## src/rtl/ex_pkg.sv

```systemverilog
// Shared EX-stage definitions: ALU op codes, DMEM access codes, EX FSM states and the
// EX/MEM bubble. Also imported by the ID and MEM stages.
package ex_pkg;

  localparam logic [2:0] ALU_ADD = 3'd0;
  localparam logic [2:0] ALU_SUB = 3'd1;
  localparam logic [2:0] ALU_AND = 3'd2;
  localparam logic [2:0] ALU_OR  = 3'd3;
  localparam logic [2:0] ALU_SLT = 3'd4;
  localparam logic [2:0] ALU_MUL = 3'd5;

  localparam logic [1:0] ACC_NOAC = 2'd0;
  localparam logic [1:0] ACC_BYTE = 2'd1;
  localparam logic [1:0] ACC_HALF = 2'd2;
  localparam logic [1:0] ACC_WORD = 2'd3;

  typedef enum logic [1:0] {
    ST_IDLE = 2'd0,
    ST_BUSY = 2'd1,
    ST_DONE = 2'd2
  } ex_state_e;

  typedef struct packed {
    logic        reg_write;
    logic        mem_to_reg;
    logic [1:0]  mem_read;
    logic [1:0]  mem_write;
    logic [4:0]  reg_addr;
    logic [31:0] alu_data;
    logic [31:0] write_data;
  } exmem_t;

  localparam exmem_t EXMEM_BUBBLE = '{
    reg_write:  1'b0,
    mem_to_reg: 1'b0,
    mem_read:   ACC_NOAC,
    mem_write:  ACC_NOAC,
    reg_addr:   5'd0,
    alu_data:   32'd0,
    write_data: 32'd0
  };

  // Single-cycle ALU; MUL and the unused codes 6-7 give 0 here.
  function automatic logic [31:0] alu_calc(input logic [2:0] op, input logic [31:0] a,
                                           input logic [31:0] b);
    logic [31:0] r;
    r = 32'd0;
    case (op)
      ALU_ADD: r = a + b;
      ALU_SUB: r = a - b;
      ALU_AND: r = a & b;
      ALU_OR:  r = a | b;
      ALU_SLT: r = {31'd0, ($signed(a) < $signed(b))};
      default: r = 32'd0;
    endcase
    return r;
  endfunction

endpackage

```

## src/rtl/Mul_Iter.sv

```systemverilog
// Iterative shift-add multiplier, 32 iterations, low 32 product bits (sign-agnostic).
// Only built when EX_MUL_EN is defined.
`ifdef EX_MUL_EN
module Mul_Iter (
  input  logic        clk,
  input  logic        rst,
  input  logic        start,
  input  logic        abort,
  input  logic [31:0] a,
  input  logic [31:0] b,
  output logic        busy,
  output logic        done,
  output logic [31:0] product
);

  logic [31:0] a_q;
  logic [31:0] b_q;
  logic [31:0] acc_q;
  logic [4:0]  count_q;
  logic        busy_q;

  always_ff @(posedge clk or posedge rst) begin
    if (rst) begin
      a_q     <= 32'd0;
      b_q     <= 32'd0;
      acc_q   <= 32'd0;
      count_q <= 5'd0;
      busy_q  <= 1'b0;
    end else if (abort) begin
      busy_q  <= 1'b0;
      count_q <= 5'd0;
    end else if (start) begin
      a_q     <= a;
      b_q     <= b;
      acc_q   <= 32'd0;
      count_q <= 5'd0;
      busy_q  <= 1'b1;
    end else if (busy_q) begin
      if (b_q[0]) acc_q <= acc_q + a_q;
      a_q     <= a_q << 1;
      b_q     <= b_q >> 1;
      count_q <= count_q + 5'd1;
      if (count_q == 5'd31) busy_q <= 1'b0;
    end
  end

  // done flags the final iteration; product is valid from the following cycle.
  assign busy    = busy_q;
  assign done    = busy_q && (count_q == 5'd31);
  assign product = acc_q;

endmodule
`endif

```

## src/rtl/ex_stage.sv

```systemverilog
// Execute stage: ALU plus EX/MEM pipeline register. Defining EX_MUL_EN adds an
// iterative MUL that stalls upstream while it runs; otherwise MUL returns 0.
module ex_stage
  import ex_pkg::*;
(
  input  logic        clk_i,
  input  logic        rst_i,
  input  logic        RegWrite_i,
  input  logic        MemToReg_i,
  input  logic        ALUSrc_i,
  input  logic        flush_i,
  input  logic [1:0]  MemRead_i,
  input  logic [1:0]  MemWrite_i,
  input  logic [2:0]  ALUOp_i,
  input  logic [4:0]  RegAddr_i,
  input  logic [31:0] RS1data_i,
  input  logic [31:0] RS2data_i,
  input  logic [31:0] Imm_i,
  output logic        RegWrite_o,
  output logic        MemToReg_o,
  output logic [1:0]  MemRead_o,
  output logic [1:0]  MemWrite_o,
  output logic [4:0]  RegAddr_o,
  output logic [31:0] ALUdata_o,
  output logic [31:0] WriteData_o,
  output logic        stall_o,
  output ex_state_e   state_o
);

  logic [31:0] op_b;
  exmem_t      issue_w;
  exmem_t      exmem_q;

  assign op_b = ALUSrc_i ? Imm_i : RS2data_i;

  always_comb begin
    issue_w = '{
      reg_write:  RegWrite_i,
      mem_to_reg: MemToReg_i,
      mem_read:   MemRead_i,
      mem_write:  MemWrite_i,
      reg_addr:   RegAddr_i,
      alu_data:   alu_calc(ALUOp_i, RS1data_i, op_b),
      write_data: RS2data_i
    };
  end

`ifdef EX_MUL_EN
  ex_state_e   state_q;
  exmem_t      held_q;
  logic        mul_start;
  logic        mul_busy;
  logic        mul_done;
  logic [31:0] mul_product;

  // Flush wins over a MUL issue; DONE never re-detects the still-held MUL.
  assign mul_start = (state_q == ST_IDLE) && (ALUOp_i == ALU_MUL) && !flush_i;
  assign stall_o   = mul_start || mul_busy;
  assign state_o   = state_q;

  Mul_Iter u_mul (
    .clk    (clk_i),
    .rst    (rst_i),
    .start  (mul_start),
    .abort  (flush_i),
    .a      (RS1data_i),
    .b      (op_b),
    .busy   (mul_busy),
    .done   (mul_done),
    .product(mul_product)
  );

  always_ff @(posedge clk_i or posedge rst_i) begin
    if (rst_i) begin
      state_q <= ST_IDLE;
      exmem_q <= EXMEM_BUBBLE;
      held_q  <= EXMEM_BUBBLE;
    end else if (flush_i) begin
      state_q <= ST_IDLE;
      exmem_q <= EXMEM_BUBBLE;
    end else begin
      case (state_q)
        ST_IDLE: begin
          if (ALUOp_i == ALU_MUL) begin
            held_q  <= issue_w;
            exmem_q <= EXMEM_BUBBLE;
            state_q <= ST_BUSY;
          end else begin
            exmem_q <= issue_w;
          end
        end
        ST_BUSY: begin
          exmem_q <= EXMEM_BUBBLE;
          if (mul_done) state_q <= ST_DONE;
        end
        ST_DONE: begin
          exmem_q          <= held_q;
          exmem_q.alu_data <= mul_product;
          state_q          <= ST_IDLE;
        end
        default: begin
          exmem_q <= EXMEM_BUBBLE;
          state_q <= ST_IDLE;
        end
      endcase
    end
  end
`else
  assign stall_o = 1'b0;
  assign state_o = ST_IDLE;

  always_ff @(posedge clk_i or posedge rst_i) begin
    if (rst_i)        exmem_q <= EXMEM_BUBBLE;
    else if (flush_i) exmem_q <= EXMEM_BUBBLE;
    else              exmem_q <= issue_w;
  end
`endif

  assign RegWrite_o  = exmem_q.reg_write;
  assign MemToReg_o  = exmem_q.mem_to_reg;
  assign MemRead_o   = exmem_q.mem_read;
  assign MemWrite_o  = exmem_q.mem_write;
  assign RegAddr_o   = exmem_q.reg_addr;
  assign ALUdata_o   = exmem_q.alu_data;
  assign WriteData_o = exmem_q.write_data;

endmodule

```

## config.mk

```make
export PLATFORM = sky130hd
export DESIGN_NAME = ex_stage
export DESIGN_NICKNAME = d
export VERILOG_FILES = /design/src/rtl/ex_pkg.sv /design/src/rtl/Mul_Iter.sv /design/src/rtl/ex_stage.sv
export SDC_FILE = /design/constraint.sdc
export NUM_CORES = 1
export LEC_CHECK = 0
export ABC_AREA = 1
export CORE_ASPECT_RATIO = 0.75
export CORE_MARGIN = 2
export CORE_UTILIZATION = 30
export CTS_CLUSTER_DIAMETER = 200
export DETAILED_ROUTE_END_ITERATION = 12
export PLACE_DENSITY = 0.52
export SLEW_MARGIN = 30
export SYNTH_ARGS = -nofsm -noshare
export SYNTH_HDL_FRONTEND = slang
export SYNTH_HIERARCHICAL = 1
export SYNTH_SLANG_ARGS = --single-unit
```

## constraint.sdc

```tcl
create_clock -name clk_i -period 5.2 [get_ports clk_i]
set_clock_uncertainty 0.1 [all_clocks]
set_input_delay 1.56 -clock clk_i [delete_from_list [all_inputs] [get_ports clk_i]]
set_output_delay 1.56 -clock clk_i [all_outputs]
set_load 0.01 [all_outputs]
```

Fig. 1: run 1, signal wires on met4
The bar under the picture is 50 µm long.
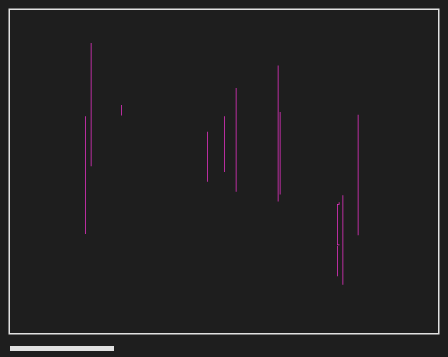
nets with wire on the layer: 9
longest straight run: 65.3 µm
vias: 10080
final WL: 36320 µm

Fig. 2: run 1, ports around the boundary
Pins as bars across the die edge, other pins in grey.
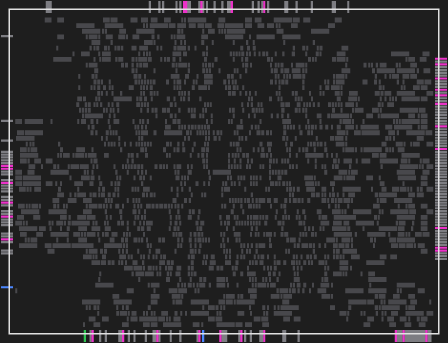
legend:
  state_o:
    colour: blue
    pins: 2
    direction: output
    edge: 1 south, 1 west
  stall_o:
    colour: green
    pins: 1
    direction: output
    edge: south
  Imm_i:
    colour: magenta
    pins: 32
    direction: input
    edge: 11 east, 10 south, 6 west, 5 north

Fig. 3: run 1, the clock network
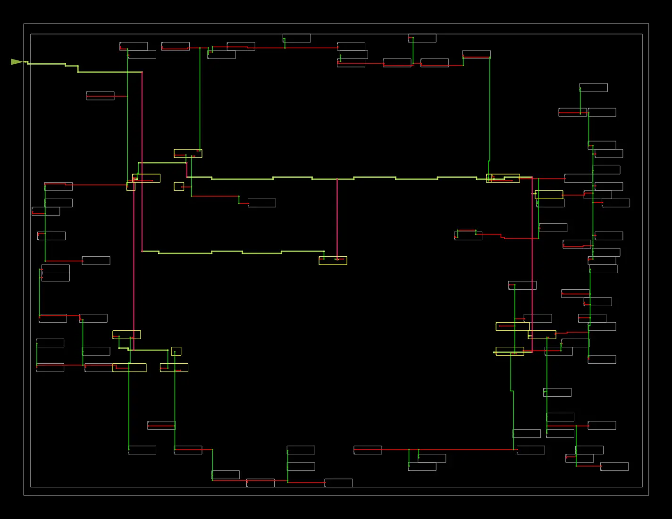
Clock Buffer Count: 9
Seq cells: 75
CTS sink cnt: 75

Fig. 4: run 1, cell sizes after repair
The bar under the picture is 50 µm long.
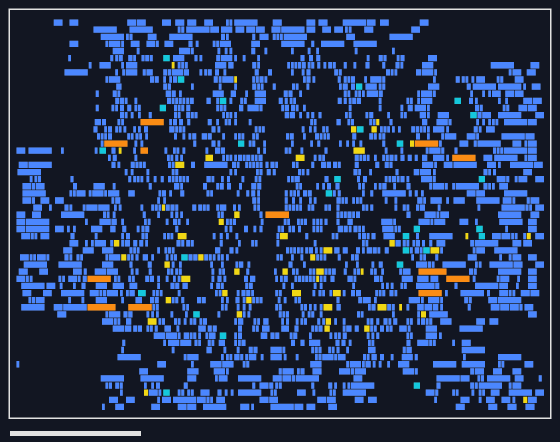
legend:
  x3 and x4:
    colour: cyan
    cells: 27
  x2:
    colour: yellow
    cells: 48
  x6 and larger:
    colour: orange
    cells: 12
  x1 and smaller:
    colour: blue
    cells: 1696
Non-Clock Buffer Count: 213
Setup WS post-layout: 0.7800 ns
Post-Layout Inst Area: 11850 µm²
Layout area overhead: 28.60%

==> flow_metrics.tcl, run 1 <==
# flow metrics
set metrics [dict create \
    status "complete, no violations" \
    crit_path_start "RS2data_i[0]" \
    edf_count 0 \
    top_cell_area_share_pct 20.37 \
    leakagePower_uw 0.006800 \
    crit_top_cell "nand2_1" \
    antenna_cells 0 \
    placed_cell_area_um2 11530 \
    ys.flop_type "dfrtp_1" \
    gp_congestion 0.9590 \
    hold_viol 0 \
    fillers 3338 \
    inv_count 407 \
    period_needed_ns 4.420 \
    rows 55 \
    vias_per_cell 4.619 \
    ys_types 43 \
    fin_nets 1991 \
    die.size.y_um 155.8 \
    timing.hold.ws_ns 1.441 \
    cts_tree "built" \
    cts-root-buf "clkbuf_16" \
    path_buffers 3 \
    sh_comb_area_pct 47.00 \
    crit_cells 18 \
    grt_util_met3_pct 3.592 \
    pwr-share-clk_pct 29.0 \
    fin_setup_tns_ns 0 \
    pwr-share-seq_pct 25.8 \
    crit_path_max_fanout 6 \
    swShare_pct 41.09 \
    tool_warnings 90 \
    fp-utilization_pct 30.49 \
    die_w_um 206.4 \
    chipArea_um2 32140 \
    wirelength_met1_um 19640 \
    regArea_um2 1877 \
    ys_async_sr_fraction_pct 100.0 \
    simple_gate_share_pct 36.62 \
    compound_area_share_pct 9.656 \
    mostFrequentLayoutCell "nand2_1" \
    comb_area_um2 5568 \
    detailed_place_hpwl_um 29870 \
    numPortBuffers 188 \
    clkCellAreaFrac_pct 2.661 \
    synthAdderAreaFrac_pct 13.47 \
    max_stage_delay_ns 0.51 \
    drv_cap 0 \
    p_clk_uw 707 \
    power.internal_uw 1437 \
    yosys_area_um2 9213 \
    cts_resized 0 \
    power.switching_uw 1002 \
    finalSetupViolCount 0 \
    required_ns 5.40 \
    ys_seq_elements 75 \
    drc 0 \
    core_area_um2 30210 \
    crit_family "simple AND/OR/NAND/NOR gates" \
    firstDrtPassIters 5 \
    maxPowerGroup "combinational logic" \
    cts_hold_buffers 0 \
    use_met1_pct 36.32 \
    buffer_area_share_pct 17.38 \
    fin_util_pct 39.22 \
    synth_area_per_cell_um2 5.754 \
    layout.cells.non_filler 2182 \
    dr_wl_met2_um 13580 \
    seq_share_pct 15.84 \
    power_frac_comb_pct 45.2 \
    grt_use_total_pct 22.89 \
    drv_slew 0 \
    topRoutingLayerUsed "met4" \
    synth_seq_share_pct 20.37 \
    finalCritPeriodShare_pct 85.00 \
    logic_family "simple AND/OR/NAND/NOR gates" \
    synth-xor-area-share_pct 0.5704 \
    critical_path_arrival_ns 4.62 \
    synthTopCellsByArea "dfrtp_1, nand2_1, inv_1" \
    ir_worst_vdd_mv 0.1561 \
    layout.comb_gates.multi_input 1073 \
    end_kind "flip-flop" \
    synth_warnings 6 \
    cts_buffers 9 \
    grt_overflow 0 \
    power_uw 2440 \
    ys_cells 1601 \
    powerDensity_nw_per_um2 205.9 \
    use_met2_pct 31.82 \
    worstPathCellList "clkdlybuf4s50_1, o21ai_0, inv_1, ha_1, fa_1, nand3_1, nand3_2, nand2_1, nand2_1, nand2_1, nand2_1, nand2_1, nand2_1, nand2_1, nand3_1, nand3_1, nand2_1, inv_1" \
    htreeDepth 3 \
    ant_nets 0 \
    netlist_top_cells_count "nand2_1, inv_1, nor2_1, nand3_1, ha_1" \
    hold_path.class "in2async" \
    synth_cells 1601 \
    nWellTaps 399 \
    combinationalPower_uw 1100 \
    slew_headroom_pct 36.07 \
    lay_top_cells "nand2_1, inv_1, clkdlybuf4s50_1" \
    grt_pass1_wl_um 55070 \
    crit_path_end "ALUdata_o[26]" \
    cp_slowest_cell "fa_1" \
    timing.fmax_mhz 226.2 \
    largest_cell_class "combinational gates" \
    drtIter0Drc 799 \
    route.met3.wl_um 2638 \
    synth_top_cell_by_count "nand2_1" \
    post-place-cells 2167 \
    antenna_found_initial 0 \
]
--- run 2 (diff from run 1) ---
--- a/config.mk
+++ b/config.mk
@@ -11,7 +11,7 @@
 export CORE_UTILIZATION = 30
 export CTS_CLUSTER_DIAMETER = 200
 export DETAILED_ROUTE_END_ITERATION = 12
-export PLACE_DENSITY = 0.52
+export PLACE_DENSITY = 0.54
 export SLEW_MARGIN = 30
 export SYNTH_ARGS = -nofsm -noshare
 export SYNTH_HDL_FRONTEND = slang
==> constraint.sdc (replaced) <==
create_clock -name clk_i -period 3.9 [get_ports clk_i]
set_clock_uncertainty 0.1 [all_clocks]
set_input_delay 1.17 -clock clk_i [delete_from_list [all_inputs] [get_ports clk_i]]
set_output_delay 1.17 -clock clk_i [all_outputs]
set_load 0.01 [all_outputs]
Fig. 5: run 2, ports around the boundary
Pins as bars across the die edge, other pins in grey.
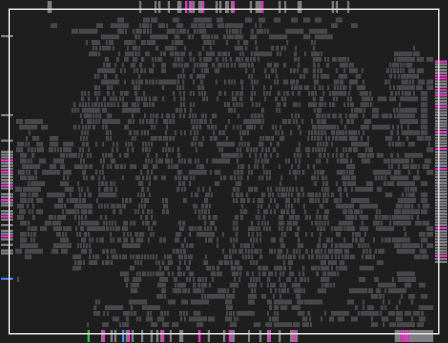
legend:
  Imm_i:
    colour: magenta
    pins: 32
    direction: input
    edge: 11 east, 10 south, 6 west, 5 north
  stall_o:
    colour: green
    pins: 1
    direction: output
    edge: south
  state_o:
    colour: blue
    pins: 2
    direction: output
    edge: 1 south, 1 west

==> flow_metrics.tcl, run 2 <==
# flow metrics
set metrics [dict create \
    ys.flop_type "dfrtp_1" \
    dr_wl_met2_um 14460 \
    powerDensity_nw_per_um2 264.5 \
    hold_path.class "in2async" \
    end_kind "flip-flop" \
    drtIter0Drc 842 \
    use_met1_pct 37.56 \
    simple_gate_share_pct 36.62 \
    synth_cells 1601 \
    drv_slew 0 \
    layout.comb_gates.multi_input 1073 \
    swShare_pct 41.94 \
    numPortBuffers 188 \
    crit_path_start "ALUSrc_i" \
    crit_family "simple AND/OR/NAND/NOR gates" \
    layout_setup_ws_ns 0.2098 \
    wl_um 37890 \
    pwr-share-clk_pct 25.5 \
    p_clk_uw 879 \
    regArea_um2 1877 \
    leakagePower_uw 0.007555 \
    fp-utilization_pct 30.49 \
    finalCritPeriodShare_pct 94.62 \
    grt_overflow 0 \
    maxPowerGroup "combinational logic" \
    required_ns 4.05 \
    placed_cell_area_um2 12750 \
    inv_count 407 \
    cts_resized 0 \
    sh_comb_area_pct 42.77 \
    timing.fmax_mhz 271.0 \
    layout.cells.non_filler 2339 \
    die.size.y_um 155.8 \
    flops 75 \
    fin_setup_tns_ns 0 \
    buffers 368 \
    worstPathCellList "buf_2, buf_4, buf_4, o21ai_0, ha_1, buf_4, nor2_2, nand2_1, inv_1, nand3_1, nand2_1, nand2_1, nand2_1, nand2_1, nand2_1, nand2_1, nand3_1, nand3_1, nand2_1, inv_1" \
    ys_types 43 \
    grt_pass1_wl_um 58370 \
    synth_top_cell_by_count "nand2_1" \
    crit_cells 20 \
    crit_top_cell "nand2_1" \
    top_cell_area_share_pct 20.37 \
    cp_slowest_cell "ha_1" \
    power.internal_uw 2004 \
    comb_area_um2 5580 \
    htreeDepth 3 \
    final_area_um2 13050 \
    status "complete, no violations" \
    compound_area_share_pct 9.656 \
    power_frac_comb_pct 50.0 \
    ir_worst_vdd_mv 0.2004 \
    core_area_um2 30210 \
    slew_headroom_pct 56.71 \
    period_needed_ns 3.690 \
    use_met2_pct 33.59 \
    vias_per_cell 4.591 \
    topRoutingLayerUsed "met4" \
    timing.hold.ws_ns 1.118 \
    finalSetupViolCount 0 \
    synthTopCellsByArea "dfrtp_1, nand2_1, inv_1" \
    nWellTaps 399 \
    route.met3.wl_um 3278 \
    cts_hold_buffers 0 \
    ys_cells 1601 \
    clkCellAreaFrac_pct 2.177 \
]
Power figures rest on the tool's default switching activity, not on a simulated workload.
